===== config.mk =====
export PLATFORM = sky130hd
export DESIGN_NAME = fetch_realigner
export DESIGN_NICKNAME = d
export VERILOG_FILES = /design/src/rtl/fetch_realigner.sv
export SDC_FILE = /design/constraint.sdc
export NUM_CORES = 1
export LEC_CHECK = 0
export ABC_AREA = 1
export CORE_MARGIN = 10
export CORE_UTILIZATION = 40
export CTS_CLUSTER_DIAMETER = 80
export DETAILED_ROUTE_END_ITERATION = 12
export MAX_ROUTING_LAYER = met4
export PLACE_DENSITY_LB_ADDON = 0.05
export SETUP_SLACK_MARGIN = 0.3
export SYNTH_ARGS = -nofsm -noshare
export SYNTH_HDL_FRONTEND = slang
export SYNTH_SLANG_ARGS = --single-unit

===== constraint.sdc =====
create_clock -name clk -period 1.98 [get_ports clk]
set_input_delay 0.396 -clock clk [delete_from_list [all_inputs] [get_ports clk]]
set_output_delay 0.396 -clock clk [all_outputs]
set_load 0.03 [all_outputs]

===== src/rtl/fetch_realigner.sv =====
// Fetch realigner: requests aligned words, buffers halfwords, emits one aligned instruction per handshake.
// Define FETCH_RVC_EN to enable 16-bit RVC instructions; otherwise every instruction is 32-bit.
//   state     | meaning
//   F_IDLE    | no request outstanding; issue one when buffer has room
//   F_WAIT    | request outstanding; response is appended to the buffer
//   F_DISCARD | request outstanding but flushed by a redirect; response dropped
module fetch_realigner #(
    parameter logic [31:0] PC_RESET = 32'h0000_0000
) (
    input  logic        clk,
    input  logic        reset_n,
    output logic        fetch_req,
    output logic [31:0] fetch_addr,
    input  logic        fetch_valid,
    input  logic [31:0] fetch_data,
    input  logic        redirect,
    input  logic [31:0] redirect_pc,
    output logic        out_valid,
    input  logic        out_ready,
    output logic [31:0] out_pc,
    output logic [31:0] out_instr,
    output logic        out_compflg
);

    typedef enum logic [1:0] {
        F_IDLE    = 2'd0,
        F_WAIT    = 2'd1,
        F_DISCARD = 2'd2
    } fstate_t;

    fstate_t     state_q, state_d;
    logic        fetch_req_q, fetch_req_d;
    logic [31:0] fetch_addr_q, fetch_addr_d;
    logic [31:0] pc_q, pc_d;
    logic [2:0]  cnt_q, cnt_d;
    logic [15:0] hw_q [4];
    logic [15:0] hw_d [4];
    logic        drop_low_q, drop_low_d;

    logic        is_rvc;
    logic        avail;
    logic        consume;
    logic        accept;
    logic [2:0]  n_cons;
    logic [2:0]  n_app;
    logic [2:0]  cnt_mid;
    logic        unused_pc_bits;

    assign unused_pc_bits = ^redirect_pc[1:0];

    // Output view is a pure function of registered buffer state, so it holds while stalled.
    always_comb begin
`ifdef FETCH_RVC_EN
        is_rvc = (hw_q[0][1:0] != 2'b11);
        avail  = is_rvc ? (cnt_q >= 3'd1) : (cnt_q >= 3'd2);
`else
        is_rvc = 1'b0;
        avail  = (cnt_q >= 3'd2);
`endif
        out_valid   = avail;
        out_compflg = avail & is_rvc;
        out_pc      = pc_q;
        if (!avail)
            out_instr = 32'h0;
        else if (is_rvc)
            out_instr = {16'h0000, hw_q[0]};
        else
            out_instr = {hw_q[1], hw_q[0]};
    end

    assign fetch_req  = fetch_req_q;
    assign fetch_addr = fetch_addr_q;

    always_comb begin
        consume = avail && out_ready && !redirect;
        n_cons  = consume ? (is_rvc ? 3'd1 : 3'd2) : 3'd0;
        accept  = (state_q == F_WAIT) && fetch_valid && !redirect;
        n_app   = accept ? (drop_low_q ? 3'd1 : 3'd2) : 3'd0;
        cnt_mid = cnt_q - n_cons;

        hw_d = hw_q;
        case (n_cons)
            3'd1: begin
                for (int i = 0; i < 3; i++) hw_d[i] = hw_q[i+1];
                hw_d[3] = '0;
            end
            3'd2: begin
                hw_d[0] = hw_q[2];
                hw_d[1] = hw_q[3];
                hw_d[2] = '0;
                hw_d[3] = '0;
            end
            default: ;
        endcase

        // New halfwords land directly behind whatever survives this cycle's consume.
        if (accept) begin
            for (int i = 0; i < 4; i++) begin
                if (drop_low_q) begin
                    if (3'(i) == cnt_mid) hw_d[i] = fetch_data[31:16];
                end else begin
                    if (3'(i) == cnt_mid)
                        hw_d[i] = fetch_data[15:0];
                    else if (3'(i) == cnt_mid + 3'd1)
                        hw_d[i] = fetch_data[31:16];
                end
            end
        end

        cnt_d = cnt_mid + n_app;
        if (redirect) cnt_d = 3'd0;
    end

    always_comb begin
        state_d      = state_q;
        fetch_req_d  = 1'b0;
        fetch_addr_d = fetch_req_q ? (fetch_addr_q + 32'd4) : fetch_addr_q;
        drop_low_d   = drop_low_q;
        pc_d         = pc_q;

        case (state_q)
            F_IDLE: begin
                if (!redirect && cnt_q <= 3'd2) begin
                    state_d     = F_WAIT;
                    fetch_req_d = 1'b1;
                end
            end
            F_WAIT: begin
                if (fetch_valid) begin
                    state_d = F_IDLE;
                    if (accept) drop_low_d = 1'b0;
                end else if (redirect) begin
                    state_d = F_DISCARD;
                end
            end
            F_DISCARD: begin
                if (fetch_valid) state_d = F_IDLE;
            end
            default: state_d = F_IDLE;
        endcase

        if (consume) pc_d = pc_q + (is_rvc ? 32'd2 : 32'd4);

        if (redirect) begin
            fetch_addr_d = {redirect_pc[31:2], 2'b00};
`ifdef FETCH_RVC_EN
            pc_d       = {redirect_pc[31:1], 1'b0};
            drop_low_d = redirect_pc[1];
`else
            pc_d       = {redirect_pc[31:2], 2'b00};
            drop_low_d = 1'b0;
`endif
        end
    end

    always_ff @(posedge clk or negedge reset_n) begin
        if (!reset_n) begin
            state_q      <= F_IDLE;
            fetch_req_q  <= 1'b0;
            fetch_addr_q <= PC_RESET;
            pc_q         <= PC_RESET;
            cnt_q        <= 3'd0;
            hw_q         <= '{default: '0};
            drop_low_q   <= 1'b0;
        end else begin
            state_q      <= state_d;
            fetch_req_q  <= fetch_req_d;
            fetch_addr_q <= fetch_addr_d;
            pc_q         <= pc_d;
            cnt_q        <= cnt_d;
            hw_q         <= hw_d;
            drop_low_q   <= drop_low_d;
        end
    end

endmodule


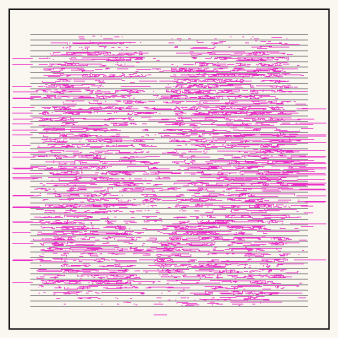
(images/met1.png)
(2 px per um) Supply wires on this layer in gray.
main direction = horizontal
share of all routed wire = 42%
nets with wire on the layer = 1311
met1 GRT Util: 26.7%
Via Count: 8274
DRT Wirelength: 29700 um

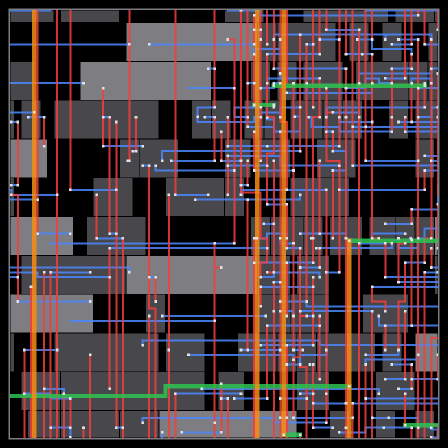
(images/zoom.png)
Window x 65 to 95, y 96 to 126 um. Cells in gray, sequential cells in the stronger gray; small squares are vias.
orange -> met4
red -> met2
green -> met3
blue -> met1
most frequent = nand2_1 (14), inv_1 (8)
cells with their middle in the window = 69
sequential cells in the window = 5
netlist names of flops here include = `out_pc` (4), `hw_q` (1)

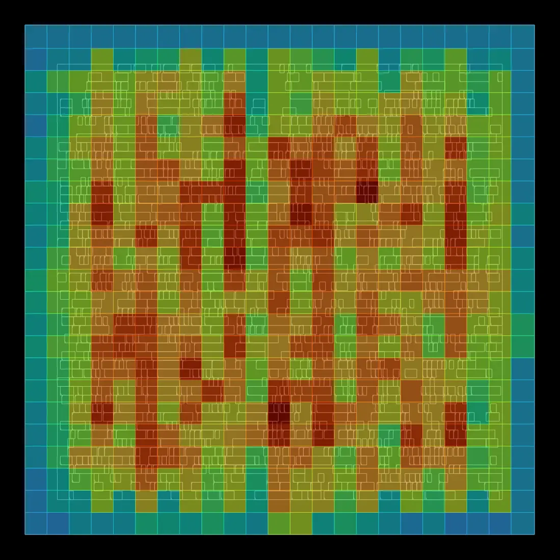
(images/final_congestion.png)
routed wire length per instance: 18.2 um
gr usage total: 22.7%
met2 Track Usage GR: 38.4%
GR peak layer: met2

==> results.py <==
# Flow results
metrics = {
    "place": {
        "place_ws_ps": -259,
        "hpwl_um": 20300,
        "globalplace.congestion": 0.915,
        "placed_cells": 1561,
        "io_buffers": 160,
        "place_area_um2": 9970,
    },
    "layout": {
        "clock_area_share_pct": 5.28,
        "seq_share_pct": 27.1,
        "fin_cells": 1634,
        "fillers": 1730,
        "mostFrequentLayoutCell": "nand2_1",
        "register_area_um2": 3250,
        "combGateArea_um2": 4470,
        "buffers": 251,
        "nets": 1431,
        "final_cell_mix": "327 x nand2_1, 127 x inv_1, 113 x dfrtp_1",
        "design_area_um2": 12000,
        "fin_util_pct": 63.3,
        "syn2layout_area_growth_pct": 54.6,
        "nonClkBufAreaFrac_pct": 23.0,
        "antennaDiodeCount": 2,
        "comb_share_pct": 37.3,
        "largestClassByArea": "combinational gates",
        "nClkBuffers": 18,
        "layout-drive-gt1-share_pct": 27.3,
        "ff_count": 129,
        "num-nonclk-inverters": 140,
        "logic_gate_count": 820,
    },
    "pwr": {
        "switching_power_w": 0.00421,
        "peakVddDrop_mv": 0.615,
        "power_sequential_w": 0.00385,
        "netSwitchingFraction_pct": 37.2,
        "clkPwrFrac_pct": 30.6,
        "p_total_w": 0.0113,
        "power_leakage_nw": 5.59,
        "powerDensity_nw_per_um2": 946,
        "p_comb_share_pct": 35.4,
        "intPower_w": 0.00712,
        "clock_power_w": 0.00346,
        "power_frac_seq_pct": 34.0,
        "maxPowerGroup": "combinational cells",
        "p_comb_w": 0.00401,
    },
    "synth": {
        "top_cell": "nand2_1",
        "edf_count": 0,
        "syn-instance-count": 1130,
        "ys_sh_aoi_pct": 12.0,
        "ys_seq_share_pct": 41.7,
        "avgSynthCellArea_um2": 6.85,
        "synth_flop_count": 129,
        "fa_ha_area_share_pct": 0.485,
        "synth_warnings": 0,
        "yosysTopAreaCell": "dfrtp_1",
        "yosys-top-cells-count": "379 x nand2_1, 133 x inv_1, 129 x dfrtp_1",
        "yosys-top-cells-area": "dfrtp_1 42%, nand2_1 18%, inv_1 6.4%, nor2_1 5.5%, nand3_1 4.3%",
        "top_area_share_pct": 41.7,
        "flop_cell": "dfrtp_1",
        "ys_types": 41,
        "top_logic_kind": "simple AND/OR/NAND/NOR gates",
        "ys_cells": 1130,
        "ys_async_sr_fraction_pct": 100,
        "ys_sh_xor_pct": 1.24,
        "ys_chip_area_um2": 7740,
        "syn-cell-area_um2": 7740,
        "simple_gate_share_pct": 34.7,
        "yosys-mux-area-fraction_pct": 0,
    },
    "drt": {
        "wirelength_met1_um": 12400,
        "avgViaCountPerCell": 5.06,
        "wl_met3_um": 1620,
        "route.detailed.drc": 0,
        "ant_nets": 0,
        "met2WireLength_um": 14900,
        "top_layer": "met4",
        "drtIter0Drc": 559,
        "drt_pass1_iterations": 5,
    },
    "sta": {
        "min_period_ps": 1980,
        "setup_viol": 1,
        "max_freq_mhz": 505,
        "setup_slack_ps": -0.0281,
        "hold_viol": 0,
        "setup_tns_ps": -0.0281,
        "slew_violations": 0,
        "holdWs_ps": 369,
        "period_used_pct": 100,
        "fin_skew_ps": 13.3,
        "rsz0062_at_grt": "true",
    },
    "clock_tree": {
        "cts_tree": "yes",
        "h-tree-depth": 4,
        "hold_buffers": 1,
        "clock_latency_ps": 430,
        "postCtsSetupRepairBufs": 11,
        "cts_resized": 324,
        "cts_root_buffer": "clkbuf_16",
        "cts-buffers-inserted": 17,
        "clockBufferDepth": 2,
        "cts.sinks": 129,
        "clk_pin_slew_ps": 60,
    },
    "die": {
        "io-pin-count": 168,
        "dieWidth_um": 159,
        "rows": 50,
        "dieArea_um2": 25300,
        "die_h_um": 159,
        "fp_util_pct": 41.0,
        "tapCellCount": 260,
        "design.core.area_um2": 18900,
    },
    "hold_path": {
        "holdCritPathClass": "in -> async",
    },
    "grt": {
        "gr-total-overflow": 0,
        "grt_antenna_before_repair": 2,
        "grtUsageMet3_pct": 4.60,
        "grt_pass1_wl_um": 44900,
        "grt_pass1_vias": 8215,
        "grt_start_max_net_pins": 60,
    },
    "setup_path": {
        "cp_data_arrival_time_ps": 1580,
        "crit_path_start_kind": "flop",
        "path_class": "reg -> out",
        "cp.required_ps": 1580,
        "path_max_fanout": 6,
        "endpoint_kind": "output pin",
    },
    "flow_run": {
        "drv_cap": 0,
        "warning_count": 31,
    },
    "run_status": {
        "failed_checks": "negative setup slack",
        "outcome": "finished with violations",
    },
}
==> worst paths after layout <==
kind	startpoint	cells after the start	end	slack, ps
max in group asynchronous	reset_n	3	out_pc[2]	1030
hold / removal	reset_n	2	fetch_addr[26]	370
setup / recovery	cnt_q[2]	6	out_instr[4]	-0.03
setup reg to reg	cnt_q[2]	16	hw_q[29]	10
min in group clk	state_q[0]	1	fetch_req	450
hold reg to reg	state_q[0]	1	fetch_req	450
==> worst max-delay path: stages (launching register included) <==
cell and delay [ps]:
dfrtp_1 410, nor2_4 130, buf_4 140, buf_6 120
clkbuf_16 160, nor2_1 40, buf_4 160
==> state kept, by name (all words and copies together), names as in the netlist <==
register,flops
cnt_q,2
fetch_addr,30
fetch_req,1
hw_q,64
out_pc,30
state_q,2
Power figures rest on the tool's default switching activity, not on a simulated workload.
